<file path="src/rtl/stack_pkg.sv">
// Shared types for the LIFO stack: occupancy states and operation codes.
// The helper function turns the raw {push,pop} request into an op code.
package stack_pkg;

  typedef enum logic [1:0] {
    ST_EMPTY   = 2'd0,
    ST_PARTIAL = 2'd1,
    ST_FULL    = 2'd2
  } state_t;

  typedef enum logic [1:0] {
    OP_NONE    = 2'd0,
    OP_PUSH    = 2'd1,
    OP_POP     = 2'd2,
    OP_REPLACE = 2'd3
  } op_t;

  function automatic op_t decode_op(
    input logic push,
    input logic pop
  );
    op_t op;
    op = OP_NONE;
    unique case (1'b1)
      (push && !pop): op = OP_PUSH;
      (!push && pop): op = OP_POP;
      (push && pop):  op = OP_REPLACE;
      default:        op = OP_NONE;
    endcase
    return op;
  endfunction

endpackage

</file>
<file path="src/rtl/stack_memory_if.sv">
// Processor <-> stack bus: push/pop/data_in requests, top/flags back.
// count exists only when STACK_COUNT_EN is defined.
interface stack_memory_if #(
  parameter int DATA_WIDTH = 8,
  parameter int DEPTH      = 16
);

  localparam int SP_WIDTH = $clog2(DEPTH) + 1;

  logic                  push;
  logic                  pop;
  logic [DATA_WIDTH-1:0] data_in;
  logic [DATA_WIDTH-1:0] data_out;
  logic                  full;
  logic                  empty;
  logic                  error;
`ifdef STACK_COUNT_EN
  logic [SP_WIDTH-1:0]   count;
`endif

  modport master (
    output push,
    output pop,
    output data_in,
`ifdef STACK_COUNT_EN
    input  count,
`endif
    input  data_out,
    input  full,
    input  empty,
    input  error
  );

  modport slave (
    input  push,
    input  pop,
    input  data_in,
`ifdef STACK_COUNT_EN
    output count,
`endif
    output data_out,
    output full,
    output empty,
    output error
  );

endinterface

</file>
<file path="src/rtl/stack_regfile.sv">
// Stack storage: DEPTH x DATA_WIDTH, one sync write port, one async read.
// Ports: clk, we/waddr/wdata (write), raddr/rdata (read). Never cleared.
module stack_regfile #(
  parameter int DATA_WIDTH = 8,
  parameter int DEPTH      = 16,
  parameter int AW         = $clog2(DEPTH)
) (
  input  logic                  clk,
  input  logic                  we,
  input  logic [AW-1:0]         waddr,
  input  logic [DATA_WIDTH-1:0] wdata,
  input  logic [AW-1:0]         raddr,
  output logic [DATA_WIDTH-1:0] rdata
);

  logic [DATA_WIDTH-1:0] mem [DEPTH];

  always_ff @(posedge clk) begin
    if (we) begin
      mem[waddr] <= wdata;
    end
  end

  assign rdata = mem[raddr];

endmodule

</file>
<file path="src/rtl/stack_memory.sv">
// LIFO stack for the multicycle processor; top-of-stack is combinational.
// Ports: clk, reset (sync, active-high), bus (stack_memory_if.slave).
// Optional: STACK_COUNT_EN adds bus.count = occupancy (registered sp).
module stack_memory
  import stack_pkg::*;
#(
  parameter int DATA_WIDTH = 8,
  parameter int DEPTH      = 16
) (
  input  logic           clk,
  input  logic           reset,
  stack_memory_if.slave  bus
);

  localparam int SP_WIDTH = $clog2(DEPTH) + 1;
  localparam int AW       = $clog2(DEPTH);
  localparam logic [SP_WIDTH-1:0] ONE = SP_WIDTH'(1);
  localparam logic [SP_WIDTH-1:0] MAX = SP_WIDTH'(DEPTH);

  state_t                state_q;
  state_t                state_d;
  logic [SP_WIDTH-1:0]   sp_q;
  logic [SP_WIDTH-1:0]   sp_d;
  logic                  err_q;
  logic                  err_d;
  logic                  we;
  logic [AW-1:0]         waddr;
  logic [AW-1:0]         push_addr;
  logic [AW-1:0]         top_addr;
  logic [SP_WIDTH-1:0]   sp_inc;
  logic [SP_WIDTH-1:0]   sp_dec;
  logic [DATA_WIDTH-1:0] rdata;
  op_t                   op;

  assign op        = decode_op(bus.push, bus.pop);
  assign sp_inc    = sp_q + ONE;
  assign sp_dec    = sp_q - ONE;
  assign push_addr = AW'(sp_q);
  assign top_addr  = AW'(sp_dec);

  always_ff @(posedge clk) begin
    if (reset) begin
      state_q <= ST_EMPTY;
      sp_q    <= '0;
      err_q   <= 1'b0;
    end else begin
      state_q <= state_d;
      sp_q    <= sp_d;
      err_q   <= err_d;
    end
  end

  always_comb begin
    state_d = state_q;
    sp_d    = sp_q;
    err_d   = err_q;
    we      = 1'b0;
    waddr   = push_addr;
    unique case (state_q)
      ST_EMPTY: begin
        unique case (op)
          OP_PUSH: begin
            we      = 1'b1;
            sp_d    = sp_inc;
            state_d = ST_PARTIAL;
          end
          OP_POP: begin
            err_d = 1'b1;
          end
          // Nothing to replace: keep the push half, flag the pop half.
          OP_REPLACE: begin
            we      = 1'b1;
            sp_d    = sp_inc;
            state_d = ST_PARTIAL;
            err_d   = 1'b1;
          end
          default: ;
        endcase
      end
      ST_PARTIAL: begin
        unique case (op)
          OP_PUSH: begin
            we   = 1'b1;
            sp_d = sp_inc;
            if (sp_inc == MAX) begin
              state_d = ST_FULL;
            end
          end
          OP_POP: begin
            sp_d = sp_dec;
            if (sp_dec == '0) begin
              state_d = ST_EMPTY;
            end
          end
          OP_REPLACE: begin
            we    = 1'b1;
            waddr = top_addr;
          end
          default: ;
        endcase
      end
      ST_FULL: begin
        unique case (op)
          OP_PUSH: begin
            err_d = 1'b1;
          end
          OP_POP: begin
            sp_d    = sp_dec;
            state_d = ST_PARTIAL;
          end
          OP_REPLACE: begin
            we    = 1'b1;
            waddr = top_addr;
          end
          default: ;
        endcase
      end
      default: begin
        state_d = ST_EMPTY;
        sp_d    = '0;
      end
    endcase
  end

  stack_regfile #(
    .DATA_WIDTH (DATA_WIDTH),
    .DEPTH      (DEPTH)
  ) u_regfile (
    .clk   (clk),
    .we    (we),
    .waddr (waddr),
    .wdata (bus.data_in),
    .raddr (top_addr),
    .rdata (rdata)
  );

  // Stale array contents must never leak out of an empty stack.
  assign bus.data_out = (sp_q == '0) ? '0 : rdata;
  assign bus.full     = (state_q == ST_FULL);
  assign bus.empty    = (state_q == ST_EMPTY);
  assign bus.error    = err_q;

`ifdef STACK_COUNT_EN
  assign bus.count = sp_q;
`endif

endmodule

</file>
<file path="src/flat_wrapper.sv">
// flat-port wrapper written by rule: the top's interface ports become plain ports
module stack_memory_flat import stack_pkg::*;
#(
  parameter int DATA_WIDTH = 8,
  parameter int DEPTH      = 16
)
  (clk, reset, bus_push, bus_pop, bus_data_in, bus_data_out, bus_full, bus_empty, bus_error);
  stack_memory_if #(.DATA_WIDTH(DATA_WIDTH), .DEPTH(DEPTH)) bus_i ();
  input  logic clk;
  input  logic reset;
  input wire logic [$bits(bus_i.push)-1:0] bus_push;
  input wire logic [$bits(bus_i.pop)-1:0] bus_pop;
  input wire logic [$bits(bus_i.data_in)-1:0] bus_data_in;
  output wire logic [$bits(bus_i.data_out)-1:0] bus_data_out;
  output wire logic [$bits(bus_i.full)-1:0] bus_full;
  output wire logic [$bits(bus_i.empty)-1:0] bus_empty;
  output wire logic [$bits(bus_i.error)-1:0] bus_error;
  assign bus_i.push = bus_push;
  assign bus_i.pop = bus_pop;
  assign bus_i.data_in = bus_data_in;
  assign bus_data_out = bus_i.data_out;
  assign bus_full = bus_i.full;
  assign bus_empty = bus_i.empty;
  assign bus_error = bus_i.error;
  stack_memory #(.DATA_WIDTH(DATA_WIDTH), .DEPTH(DEPTH)) u_core (.clk(clk), .reset(reset), .bus(bus_i));
endmodule
</file>
<file path="config.mk">
export PLATFORM = sky130hd
export DESIGN_NAME = stack_memory_flat
export DESIGN_NICKNAME = d
export VERILOG_FILES = /design/src/rtl/stack_pkg.sv /design/src/rtl/stack_memory_if.sv /design/src/rtl/stack_regfile.sv /design/src/rtl/stack_memory.sv /design/src/flat_wrapper.sv
export SDC_FILE = /design/constraint.sdc
export NUM_CORES = 1
export LEC_CHECK = 0
export CAP_MARGIN = 20
export CORE_UTILIZATION = 40
export CTS_BUF_LIST = sky130_fd_sc_hd__clkbuf_2
export DETAILED_ROUTE_END_ITERATION = 10
export GPL_TIMING_DRIVEN = 0
export PLACE_DENSITY = 0.61
export SLEW_MARGIN = 20
export SYNTH_ARGS = -nofsm -noshare
export SYNTH_HDL_FRONTEND = slang
export SYNTH_SLANG_ARGS = --single-unit
</file>
<file path="constraint.sdc">
create_clock -name clk -period 4.4 [get_ports clk]
set_input_delay 1.1 -clock clk [delete_from_list [all_inputs] [get_ports clk]]
set_output_delay 1.1 -clock clk [all_outputs]
set_load 0.03 [all_outputs]
</file>
Fig. 1: routed metal, one color a layer
The bar under the picture is 20 um long.
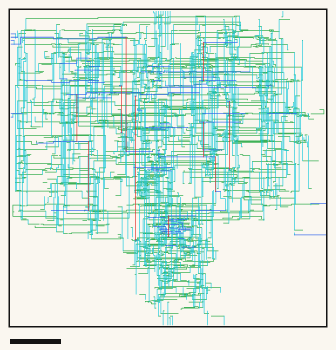
legend:
  met4:
    color: red
    wire_length: 242 um
  met1:
    color: green
    wire_length: 5810 um
  met2:
    color: cyan
    wire_length: 6720 um
  met3:
    color: blue
    wire_length: 647 um

Fig. 2: a small window of the routed layout
The bar under the picture is 5 um long. Window x 52 to 72, y 77 to 97 um. Cells in gray, sequential cells in the stronger gray; small squares are vias.
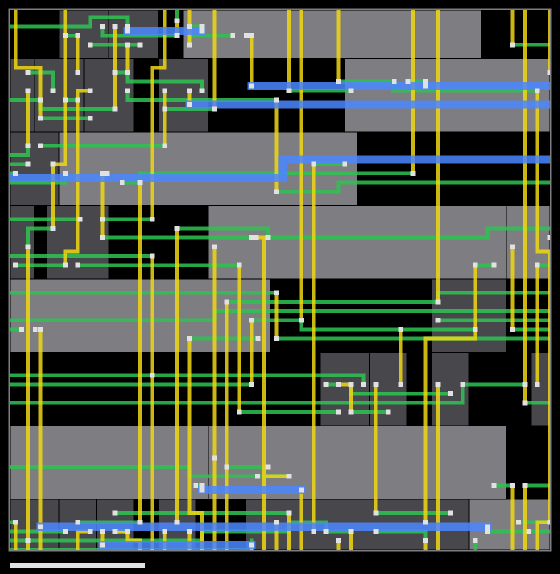
legend:
  met2:
    color: yellow
  met3:
    color: blue
  met1:
    color: green
sequential cells in the window: 7
netlist names of flops here include: u_core.u_regfile.mem (7)
cells with their middle in the window: 24
most frequent: edfxtp_1 (7)

Fig. 3: track usage over the die
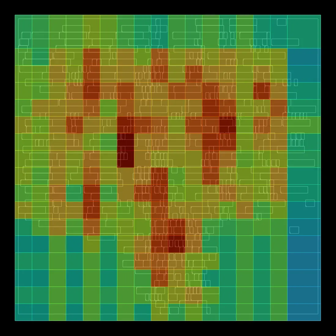
mean routed wirelength per cell: 19.6 um
met2 routing resource usage after global routing: 0.321
met3 track demand over resource in global routing: 0.0467
GRT Resource Usage Total: 0.195

Fig. 4: selected gate families
The bar under the picture is 20 um long.
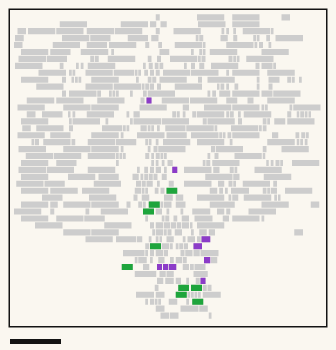
legend:
  adder and majority cells:
    color: green
    cells: 9
    most_used: ha_1
    where: bottom middle
  AND and OR gates:
    color: purple
    cells: 9
    where: bottom middle
most used logic cell in the final layout: edfxtp_1
multi-input combinational area share: 0.277
non-filler instance count after layout: 685

Fig. 5: register map, names as in the netlist
The bar under the picture is 20 um long. Other sequential cells in the stronger gray, the rest of the logic in the fainter gray.
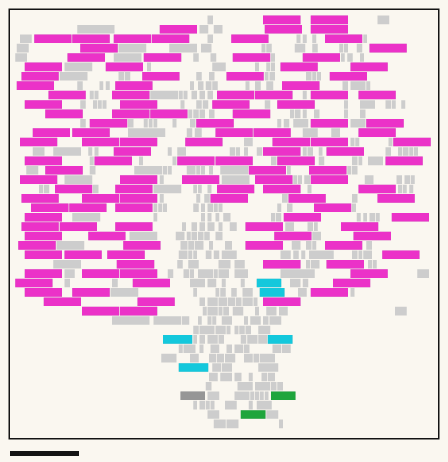
legend:
  u_core.state_q:
    color: green
    placed_flops: 2
  u_core.sp_q:
    color: cyan
    placed_flops: 5
    where: bottom middle
  u_core.u_regfile.mem:
    color: magenta
    placed_flops: 128
Sequential Area: 0.00401 sq mm
register share of the cell area: 0.596
final standard cell utilization of the core: 0.463
total sequential power: 1.60 mW

## synth_stat cells (all sizes together), types with 2 or more instances
cell / number
o21ai: 17
mux4: 18
and4b: 2
nor2: 34
and3: 2
dfxtp: 8
xnor2: 2
nand2b: 3
o22ai: 2
a31o: 2
a21oi: 41
edfxtp: 128
nor3b: 3
nand3: 5
o221ai: 2
clkbuf: 11
a22oi: 2
o2bb2ai: 2
or2: 2
buf: 12
nor3: 8
ha: 9
a211oi: 3
nand3b: 2
nor4: 7
inv: 7
nand2: 93
o32ai: 2
## sequential cells by signal, summed over array words and instances, names as in the netlist
register / flops
u_core.u_regfile.mem: 128
u_core.sp_q: 5
u_core.state_q: 2
u_core.bus.error: 1
==> impl_metrics.env <==
# physical design summary
export IMPL_status="finished clean"
export IMPL_fa_ha_area_frac=0.0189
export IMPL_clock_sinks=136
export IMPL_layout_inverter_count_without_the_clock_tree=8
export IMPL_worst_path_dominant_cell_family="buffers and inverters"
export IMPL_combinationalPower_mw=2.12
export IMPL_post_cts_resize_count=52
export IMPL_dieHeight_um=124
export IMPL_category_of_the_most_critical_setup_path="flip-flop to output pin"
export IMPL_power_ir_vdd_worst_v=0.000295
export IMPL_timing_max_slew_rel_slack=0.427
export IMPL_route_vias_total=3746
export IMPL_critPathLaunchType="flip-flop"
export IMPL_dp_hpwl_mm=8.77
export IMPL_yosysWarnings=0
export IMPL_worst_setup_hold_path_clk_slew_ns=0.18
export IMPL_finalSetupViolations=0
export IMPL_number_of_enable_flip_flop_cells=128
export IMPL_number_of_vias_per_cell_after_detailed_routing=5.47
export IMPL_synth_area_per_cell_sq_um=13.3
export IMPL_antenna_violating_nets_post_route=0
export IMPL_clock_tree_htree_level_count=4
export IMPL_grt_remaining_overflow=0
export IMPL_maxUsedRoutingLayer="met4"
export IMPL_dr_wl_met3_um=646
export IMPL_sequential_share_of_power=0.356
export IMPL_timing_rr_start="u_core.state_q[0]"
export IMPL_largest_area_cell="edfxtp_1"
export IMPL_placement_rows=44
export IMPL_yosys_area_sq_mm=0.00594
export IMPL_min_period_ns=4.19
export IMPL_die_size_x_um=124
export IMPL_buffers=46
export IMPL_yosysTopAreaCellShare=0.647
export IMPL_fp_nets=468
export IMPL_synth_cells=447
export IMPL_place_congestion=0.894
export IMPL_post_synthesis_instance_area_sq_mm=0.00594
export IMPL_number_of_well_taps=184
export IMPL_chip_area_sq_mm=0.0154
export IMPL_topCombFamilyByArea="simple AND/OR/NAND/NOR gates"
export IMPL_power_density_mw_per_mm2=668
export IMPL_slowest_delay_ns=0.49
export IMPL_cts_path_max_buffers=2
Power and IR drop assume default switching activity.
